## src/rtl/lsu_pkg.sv

```systemverilog
// Shared constants, state encoding and fault classification for the load/store unit.
package lsu_pkg;

    localparam logic [2:0] F3_B  = 3'd0;
    localparam logic [2:0] F3_H  = 3'd1;
    localparam logic [2:0] F3_W  = 3'd2;
    localparam logic [2:0] F3_BU = 3'd4;
    localparam logic [2:0] F3_HU = 3'd5;

    localparam int DEFAULT_TIMEOUT = 255;

    typedef enum logic [1:0] {IDLE, WAIT, DONE, FAULT} lsu_state_t;

    // Illegal size encodings, misalignment, or a simultaneous load+store.
    function automatic logic is_fault(logic rd, logic wr, logic [2:0] f3, logic [1:0] off);
        logic bad_f3, misal;
        bad_f3 = wr ? (f3 > F3_W) : (f3 == 3'd3 || f3 >= 3'd6);
        misal  = (f3[1:0] == 2'd1 && off[0]) || (f3[1:0] == 2'd2 && off != 2'd0);
        return (rd & wr) | bad_f3 | misal;
    endfunction

endpackage

```

## src/rtl/lsu_bus_if.sv

```systemverilog
// External memory bus between the load/store unit (master) and memory (slave).
interface lsu_bus_if;
    logic        req;
    logic        we;
    logic [31:0] addr;
    logic [3:0]  be;
    logic [31:0] wdata;
    logic        ack;
    logic [31:0] rdata;

    modport master (output req, we, addr, be, wdata, input  ack, rdata);
    modport slave  (input  req, we, addr, be, wdata, output ack, rdata);
endinterface

```

## src/rtl/load_align.sv

```systemverilog
// Selects the addressed byte/halfword of a read word and sign/zero extends it.
module load_align
    import lsu_pkg::*;
(
    input  logic [31:0] word,
    input  logic [1:0]  off,
    input  logic [2:0]  f3,
    output logic [31:0] data
);
    logic [7:0]  byte_sel;
    logic [15:0] half_sel;

    assign byte_sel = word[{off, 3'b000} +: 8];
    assign half_sel = off[1] ? word[31:16] : word[15:0];

    always_comb begin
        data = word;
        case (f3)
            F3_B:    data = {{24{byte_sel[7]}}, byte_sel};
            F3_H:    data = {{16{half_sel[15]}}, half_sel};
            F3_BU:   data = {24'd0, byte_sel};
            F3_HU:   data = {16'd0, half_sel};
            default: data = word;
        endcase
    end
endmodule

```

## src/rtl/load_store_unit.sv

```systemverilog
// Single-outstanding load/store unit: accepts a MEM-stage request, drives one bus
// access, and stalls the pipeline until the extended result is ready.
module load_store_unit
    import lsu_pkg::*;
#(
    parameter int TIMEOUT = DEFAULT_TIMEOUT
) (
    input  logic        clk,
    input  logic        rst,
    input  logic        enable,
    input  logic        mem_rd,
    input  logic        mem_wr,
    input  logic [2:0]  funct3,
    input  logic [31:0] addr,
    input  logic [31:0] wdata,
    output logic [31:0] rdata,
    output logic        stall,
    output logic        err,
    lsu_bus_if.master   bus
);
    localparam logic [15:0] TO_LAST = 16'(TIMEOUT - 1);

    lsu_state_t  state;
    logic [15:0] wait_cnt;
    logic [2:0]  ld_f3;
    logic [1:0]  ld_off;
    logic        st_q;
    logic        req_any, req_fault;
    logic [3:0]  st_be;
    logic [31:0] st_wdata, ld_data;

    assign req_any   = enable & (mem_rd | mem_wr);
    assign req_fault = is_fault(mem_rd, mem_wr, funct3, addr[1:0]);
    assign stall     = (state == IDLE && req_any && !req_fault) || state == WAIT;

    always_comb begin
        st_be    = 4'b1111;
        st_wdata = wdata;
        case (funct3[1:0])
            2'd0: begin st_be = 4'b0001 << addr[1:0]; st_wdata = {4{wdata[7:0]}};  end
            2'd1: begin st_be = 4'b0011 << addr[1:0]; st_wdata = {2{wdata[15:0]}}; end
            default: ;
        endcase
    end

    load_align u_align (.word(bus.rdata), .off(ld_off), .f3(ld_f3), .data(ld_data));

    always_ff @(posedge clk) begin
        if (rst) begin
            state     <= IDLE;
            wait_cnt  <= '0;
            ld_f3     <= '0;
            ld_off    <= '0;
            st_q      <= 1'b0;
            rdata     <= '0;
            err       <= 1'b0;
            bus.req   <= 1'b0;
            bus.we    <= 1'b0;
            bus.addr  <= '0;
            bus.be    <= '0;
            bus.wdata <= '0;
        end else begin
            case (state)
                IDLE: if (req_any) begin
                    if (req_fault) begin
                        state <= FAULT;
                        err   <= 1'b1;
                        rdata <= '0;
                    end else begin
                        state     <= WAIT;
                        wait_cnt  <= '0;
                        ld_f3     <= funct3;
                        ld_off    <= addr[1:0];
                        st_q      <= mem_wr;
                        bus.req   <= 1'b1;
                        bus.we    <= mem_wr;
                        bus.addr  <= {addr[31:2], 2'b00};
                        bus.be    <= mem_wr ? st_be : 4'b1111;
                        bus.wdata <= mem_wr ? st_wdata : '0;
                    end
                end
                WAIT: begin
                    wait_cnt <= wait_cnt + 16'd1;
                    // An ack on the last allowed cycle still completes the access.
                    if (bus.ack) begin
                        bus.req <= 1'b0;
                        state   <= DONE;
                        if (!st_q) rdata <= ld_data;
                    end else if (wait_cnt == TO_LAST) begin
                        bus.req <= 1'b0;
                        state   <= FAULT;
                        err     <= 1'b1;
                        rdata   <= '0;
                    end
                end
                DONE:  state <= IDLE;
                FAULT: begin
                    err   <= 1'b0;
                    state <= IDLE;
                end
                default: state <= IDLE;
            endcase
        end
    end
endmodule

```

## src/flat_wrapper.sv

```systemverilog
// flat-port wrapper written by rule: the top's interface ports become plain ports
module load_store_unit_flat import lsu_pkg::*;
#(
    parameter int TIMEOUT = DEFAULT_TIMEOUT
)
  (clk, rst, enable, mem_rd, mem_wr, funct3, addr, wdata, rdata, stall, err, bus_req, bus_we, bus_addr, bus_be, bus_wdata, bus_ack, bus_rdata);
  lsu_bus_if bus_i ();
  input  logic clk;
  input  logic rst;
  input  logic enable;
  input  logic mem_rd;
  input  logic mem_wr;
  input  logic [2:0] funct3;
  input  logic [31:0] addr;
  input  logic [31:0] wdata;
  output logic [31:0] rdata;
  output logic stall;
  output logic err;
  output wire logic [$bits(bus_i.req)-1:0] bus_req;
  output wire logic [$bits(bus_i.we)-1:0] bus_we;
  output wire logic [$bits(bus_i.addr)-1:0] bus_addr;
  output wire logic [$bits(bus_i.be)-1:0] bus_be;
  output wire logic [$bits(bus_i.wdata)-1:0] bus_wdata;
  input wire logic [$bits(bus_i.ack)-1:0] bus_ack;
  input wire logic [$bits(bus_i.rdata)-1:0] bus_rdata;
  assign bus_req = bus_i.req;
  assign bus_we = bus_i.we;
  assign bus_addr = bus_i.addr;
  assign bus_be = bus_i.be;
  assign bus_wdata = bus_i.wdata;
  assign bus_i.ack = bus_ack;
  assign bus_i.rdata = bus_rdata;
  load_store_unit #(.TIMEOUT(TIMEOUT)) u_core (.clk(clk), .rst(rst), .enable(enable), .mem_rd(mem_rd), .mem_wr(mem_wr), .funct3(funct3), .addr(addr), .wdata(wdata), .rdata(rdata), .stall(stall), .err(err), .bus(bus_i));
endmodule
```

## config.mk

```make
export PLATFORM = sky130hd
export DESIGN_NAME = load_store_unit_flat
export DESIGN_NICKNAME = d
export VERILOG_FILES = /design/src/rtl/lsu_pkg.sv /design/src/rtl/lsu_bus_if.sv /design/src/rtl/load_align.sv /design/src/rtl/load_store_unit.sv /design/src/flat_wrapper.sv
export SDC_FILE = /design/constraint.sdc
export NUM_CORES = 1
export LEC_CHECK = 0
export ABC_AREA = 1
export CAP_MARGIN = 10
export CELL_PAD_IN_SITES_DETAIL_PLACEMENT = 1
export CELL_PAD_IN_SITES_GLOBAL_PLACEMENT = 1
export CORE_MARGIN = 2
export CORE_UTILIZATION = 31
export CTS_CLUSTER_SIZE = 14
export DETAILED_ROUTE_END_ITERATION = 10
export GPL_ROUTABILITY_DRIVEN = 0
export PLACE_DENSITY_LB_ADDON = 0.1
export SYNTH_ARGS = -nofsm -noshare
export SYNTH_HDL_FRONTEND = slang
export SYNTH_SLANG_ARGS = --single-unit
```

## constraint.sdc

```tcl
create_clock -name clk -period 2.2 [get_ports clk]
set_input_delay 0.55 -clock clk [delete_from_list [all_inputs] [get_ports clk]]
set_output_delay 0.55 -clock clk [all_outputs]
set_load 0.01 [all_outputs]
```

==> summary.txt, run 1 <==
Quick summary of the implementation run below.

The register area share after synthesis is 0.425. The met2 routing resource usage after global routing came out at 0.332. The arrival time of the worst setup path came out at 1.59 ns. The worst setup path is launched from a primary input. The power report attributes to the sequential group a share of 0.353. The pin count of the biggest net entering global routing came out at 38.

The number of clock sinks is 124. The total clock buffers created by CTS came out at 17. The clock slew at the register clock pins of the worst setup and hold paths is 0.06 ns. The switching share of total power is 0.263. Power spread over the standard cell area amounts to 761 nW/um^2. The flow ran to the end, and the final reports show no timing, DRC or antenna violations. The number of enable-type register cells in the synthesized netlist is 0. Of the post-synthesis cell area, the dominant cell type holds 0.425.

The number of vias per cell after detailed routing is 4.67. The cell count after synthesis came out at 880. The final design area excluding fillers is 9120 sq um. The post-synthesis cell count from yosys came out at 880. The initial utilization of the core area, before any placement, comes to 0.314. The average cell area after synthesis is 6.64 sq um. Routing resource usage on met3 recorded by global route was 0.0781. The highest achievable clock rate is 0.468 GHz.

The number of OpenROAD warnings is 27. Per the synthesis report, the dominant area consumer among library cells is sky130_fd_sc_hd__dfxtp_1. The overall die area came out at 20000 sq um.

The mapped netlist covers 5840 sq um. The count of cells in the finished layout, fillers not included, comes to 1356. The count of antenna-violating nets left after detailed routing is 0.

In this run the cell area measured after placement is 8400 sq um. The number of I/O port buffers is 206. The via count of the first global-routing pass is 6451.

The layout overhead on the synthesized area is 56.2%. The report puts the hold buffer count at CTS at 0. Per the power-grid run, VDD falls by no more than 0.000571 V. The internal power of the cells totals 5.12 mW. In the synthesized netlist, the cells that appear most often are sky130_fd_sc_hd__nand2_1 (264), sky130_fd_sc_hd__dfxtp_1 (124), sky130_fd_sc_hd__nor2_1 (121). The worst min-delay path class is flip-flop to flip-flop.

The area figure in the yosys stat output came out at 5840 sq um. The number of buffers on the longest clock path came out at 2.
-- run 1: path summary, 6_finish.rpt --
path | startpoint | slack (ns) | endpoint
worst max-delay path | addr[1] | 0.06 | stall
worst min-delay path | u_core.bus.wdata[22] | 0.46 | u_core.bus.wdata[22]
worst max register to register | u_core.wait_cnt[4] | 0.39 | u_core.rdata[12]
worst min register to register | u_core.bus.wdata[22] | 0.46 | u_core.bus.wdata[22]
-- run 1: routing by layer --
layer	vias up	wire, microns
li1	3275	-
met1	2897	9330
met2	143	9360
met3	16	1420
met4	0	245
met5	-	0
-- run 1: layout make-up --
type	instances	area, sq um
Sequential cell	124	2480
Tap cell	234	293
Inverter	69	259
Antenna cell	3	7.51
Clock inverter	13	213
Timing Repair Buffer	255	2540
Clock buffer	19	453
Multi-Input combinational cell	639	2880
Fill cell	2324	9460
-- run 1: cell usage in the layout, fill, tap and decap left out, drive strengths merged --
master,n
nand2,266
clkdlybuf4s50,200
nor2,125
dfxtp,124
o21ai,77
inv,70
a21oi,64
nand3,52
buf,50
clkbuf,19
nor3,14
o21bai,9
or2,7
clkinv,7
o211ai,6
o22ai,5
bufinv,5
o221ai,4
dlygate4sd2,4
diode,3
nand4,3
ha,2
conb,2
and2,1
o21a,1
a31oi,1
dlymetal6s2s,1
-- run 1: through the flow --
stage	hold WS (ns)	util
after floorplan	0.466	-
after global placement	0.440	0.452
after detailed placement	0.450	0.452
after CTS	0.461	0.489
after global routing	0.481	0.491
final	0.457	0.491
-- run 1: cell families after synthesis --
logic type	share of synthesized area
buf+inv	0.0887
compound gates	0.154
fa+ha+maj	0.00428
flops	0.425
simple gates	0.327
other cells	0.000642
-- run 1: sequential cells by signal, summed over array words and instances (netlist names) --
| register | count |
|---|---|
| u_core.bus.we | 1 |
| u_core.bus.wdata | 32 |
| u_core.bus.addr | 30 |
| u_core.state | 2 |
| u_core.err | 1 |
| u_core.bus.be | 4 |
| u_core.ld_f3 | 3 |
| u_core.bus.req | 1 |
| u_core.wait_cnt | 16 |
| u_core.ld_off | 2 |
| u_core.rdata | 32 |
-- run 1: critical path, cell delays in order --
cell	delay [ns]
sky130_fd_sc_hd__clkdlybuf4s50_1	0.43
sky130_fd_sc_hd__inv_2	0.07
sky130_fd_sc_hd__nand2_2	0.06
sky130_fd_sc_hd__o21ai_4	0.16
sky130_fd_sc_hd__nand3_4	0.12
sky130_fd_sc_hd__nand2_4	0.08
sky130_fd_sc_hd__buf_6	0.10
-- run 1: timing repair --
action,in CTS,in global routing
gates resized,15,8
endpoints found under the hold margin,0,0
pin swaps,6,2
buffers inserted,1,0
endpoints found under the setup margin,3,37
-- run 1: power groups by stage --
stage	Sequential (mW)	Combinational [mW]	Clock (mW)
2_1_floorplan	2.54	0.582	0
3_3_place_gp	2.50	1.30	0
3_5_place_dp	2.50	1.31	0
4_1_cts	2.45	1.32	3.24
5_1_grt	2.47	1.46	3.32
6_report	2.45	1.31	3.17
Figure 1. Floorplan with the power grid (run 1).
Scale bar: 50 microns. Pins as bars on the die edge. Tap cells in grey.
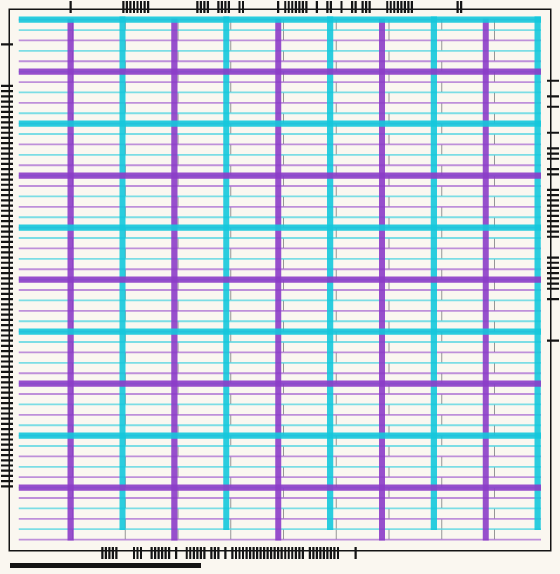
[VSS] purple
[VDD] cyan
tap cells: 234
met5 straps: 10
rows: 50

Figure 2. Register map, names as in the netlist (run 1).
Scale bar: 50 microns. Other sequential cells in the stronger grey, the rest of the logic in the fainter grey.
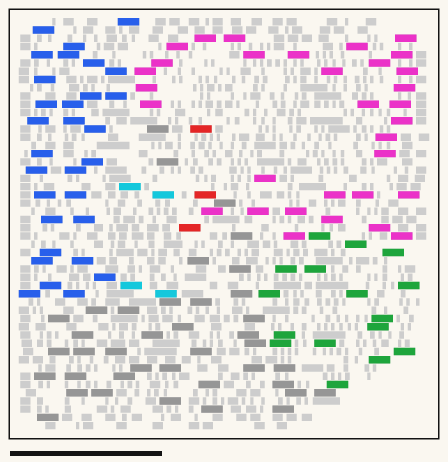
[u_core.rdata] magenta | sequential cells: 32
[u_core.bus.addr] blue | sequential cells: 30
[u_core.bus.be] cyan | sequential cells: 4
[u_core.ld_f3] red | sequential cells: 3
[u_core.wait_cnt] green | sequential cells: 16

Figure 3. Placement view (run 1).
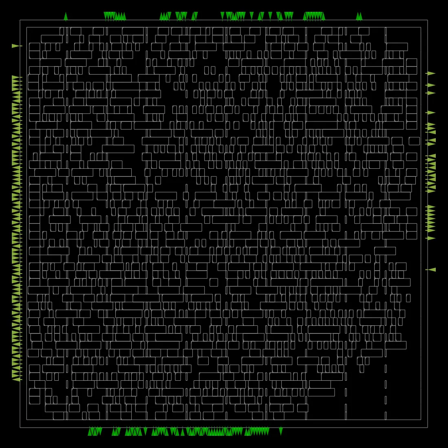
area of the core: 18600 sq um
number of standard-cell rows in the floorplan: 50
number of filler cells placed in the layout: 2324

Figure 4. Wires at chosen ports, followed through buffers (run 1).
Scale bar: 50 microns.
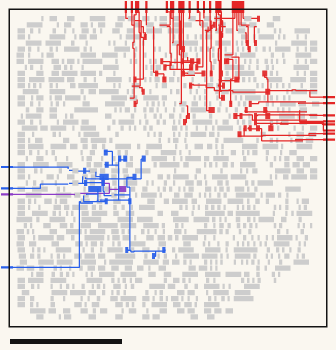
[funct3] blue | bits: 3 | direction: input | edge: left | end cells: 16 | buffers: 8 | wire: 334 microns
[bus_rdata] red | bits: 32 | direction: input | edge: 24 top, 8 right | end cells: 49 | buffers: 32 | wire: 1170 microns
[mem_rd] purple | bits: 1 | direction: input | edge: left | end cells: 2 | buffers: 1 | wire: 53.9 microns

--- run 2 (diff from run 1) ---
- CAP_MARGIN: 10 -> 20
Figure 5. Register map, names as in the netlist (run 2).
Scale bar: 50 microns. Other sequential cells in the stronger grey, the rest of the logic in the fainter grey.
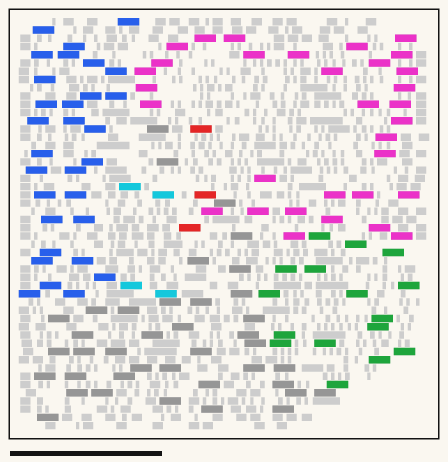
[u_core.bus.addr] blue | sequential cells: 30
[u_core.bus.be] cyan | sequential cells: 4
[u_core.rdata] magenta | sequential cells: 32
[u_core.wait_cnt] green | sequential cells: 16
[u_core.ld_f3] red | sequential cells: 3
core occupancy in the finished layout: 0.491
share of the final layout cell area in sequential cells: 0.272
Flop area: 2480 sq um
power of the sequential group: 2.45 mW

==> summary.txt, run 2 <==
Quick summary of the implementation run below.

The sequential fraction of design power came out at 0.353. The sink of the worst hold path is u_core.bus.wdata[22]. The post-synth design cell area came out at 5840 sq um. Looking at the clock tree report, the maximum root-to-sink buffer count equals 2. Among all stages on the critical path, the maximum delay recorded is 0.43 ns. The data arrival time reported for the critical path is 1.59 ns. The number of placement rows is 50.

The clock tree has to reach 124 sinks. The reg-to-reg setup timing slack came out at 0.39 ns. The flow ran to the end, and the final reports show no timing, DRC or antenna violations. The met3 track demand over resource came out at 0.0781. The post-synthesis cell count from yosys came out at 880. Using the TritonRoute via totals, the vias-per-cell ratio works out to 4.67. The total clock buffers created by CTS came out at 17. The count of antenna-violating nets left after detailed routing is 0. The switching share of total power is 0.263. The area figure in the yosys stat output is 5840 sq um. The number of enable-type register cells in the synthesized netlist is 0.

By instance count after routing, the leading logic cell types are sky130_fd_sc_hd__nand2_1 (263), sky130_fd_sc_hd__clkdlybuf4s50_1 (200), sky130_fd_sc_hd__dfxtp_1 (124). By count the netlist is led by sky130_fd_sc_hd__nand2_1 (264), sky130_fd_sc_hd__dfxtp_1 (124), sky130_fd_sc_hd__nor2_1 (121). In this run the critical register-to-register path is captured at u_core.rdata[12]. The number of OpenROAD warnings is 27. The highest achievable clock rate came out at 0.468 GHz. The cell count after synthesis is 880. The nature of the critical path startpoint is a primary input. sky130_fd_sc_hd__dfxtp_1 takes more of the synthesized area than any other cell. Broken down by cell family, the worst path's largest delay share belongs to buffers and inverters. The critical path contains buffers and inverters numbering 3 combined. The clock slew at the register clock pins of the worst setup and hold paths is 0.06 ns.

The floorplan core density came out at 0.314. The largest individual stage delay along the critical path comes from the cell sky130_fd_sc_hd__clkdlybuf4s50_1. Between the synthesized netlist and the finished layout, the area growth was recorded as 56.2%.
Figure 6. Local utilization (run 2).
Scale bar: 50 microns. 14 x 14 tiles, from white (low) to dark blue (high), 0 to 100% covered.
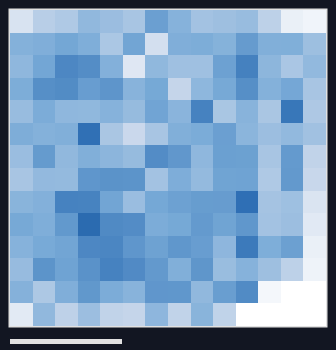
nearly empty tiles: 3.1%
mean over tiles: 44%
fullest tile: 76%

run 2: cell counts after synthesis:
Identical to the previous run, type by type.
run 2: cell type report:
class | instances | area, sq um | area share
tap | 234 | 293 | 0.0321
timing repair buffer | 255 | 2540 | 0.278
multi-input combinational | 639 | 2880 | 0.316
clock buffer | 19 | 453 | 0.0497
antenna | 3 | 7.51 | 0.000823
inverter | 69 | 259 | 0.0284
clock inverter | 13 | 213 | 0.0233
sequential | 124 | 2480 | 0.272
run 2: routing by layer:
| metal | vias up | part of all wire |
|---|---|---|
| met1 | 2897 | 0.46 |
| met5 | - | 0 |
| met3 | 16 | 0.070 |
| li1 | 3275 | - |
| met4 | 0 | 0.012 |
| met2 | 143 | 0.46 |
run 2: kinds of logic (layout without fill, tap and decap cells):
family | Yosys count | in the layout | synth area share
flip-flops | 124 | 124 | 0.425
AND/OR/NAND/NOR | 468 | 468 | 0.327
AND-OR/OR-AND | 167 | 167 | 0.154
buffers and inverters | 118 | 356 | 0.0887
other | 1 | 5 | 0.000642
adder cells (fa/ha/maj) | 2 | 2 | 0.00428
run 2: through the flow:
step	TNS, ns	std cells	area [sq um]	util	hold slack, ns
after floorplan	0	881	5840	-	0.466
after global placement	-32.10	1320	8400	0.452	0.440
after detailed placement	-36.39	1320	8400	0.452	0.450
after CTS	0	1353	9080	0.489	0.461
after global routing	0	1356	9120	0.491	0.481
final	0	1356	9120	0.491	0.457
run 2: power by group through the flow:
| stage | Clock, mW | Combinational [mW] | Sequential (mW) |
|---|---|---|---|
| final | 3.17 | 1.31 | 2.45 |
| after global routing | 3.32 | 1.46 | 2.47 |
| after CTS | 3.24 | 1.32 | 2.45 |
| after detailed placement | 0 | 1.31 | 2.50 |
| after global placement | 0 | 1.30 | 2.50 |
| after floorplan | 0 | 0.582 | 2.54 |
run 2: how the worst max path moves through the flow:
stage | start | end | cells after the start
finish | addr[1] | stall | 7
global route | addr[1] | stall | 7
CTS | addr[1] | stall | 7
detailed placement | addr[0] | stall | 7
global placement | addr[0] | stall | 7
floorplan | funct3[0] | stall | 8
run 2: what timing repair did:
| action | in CTS | in global routing |
|---|---|---|
| pin swaps | 6 | 2 |
| hold endpoints to repair | 0 | 0 |
| resized | 15 | 8 |
| hold buffers | 0 | 0 |
| buffers inserted | 1 | 0 |
| setup endpoints to repair | 3 | 37 |
run 2: worst min-delay path: stages (launching register included):
cell                      delay, ns
sky130_fd_sc_hd__dfxtp_1       0.31
sky130_fd_sc_hd__nand2_1       0.05
sky130_fd_sc_hd__o21ai_1       0.05
Power is estimated from default activity; no workload was simulated.
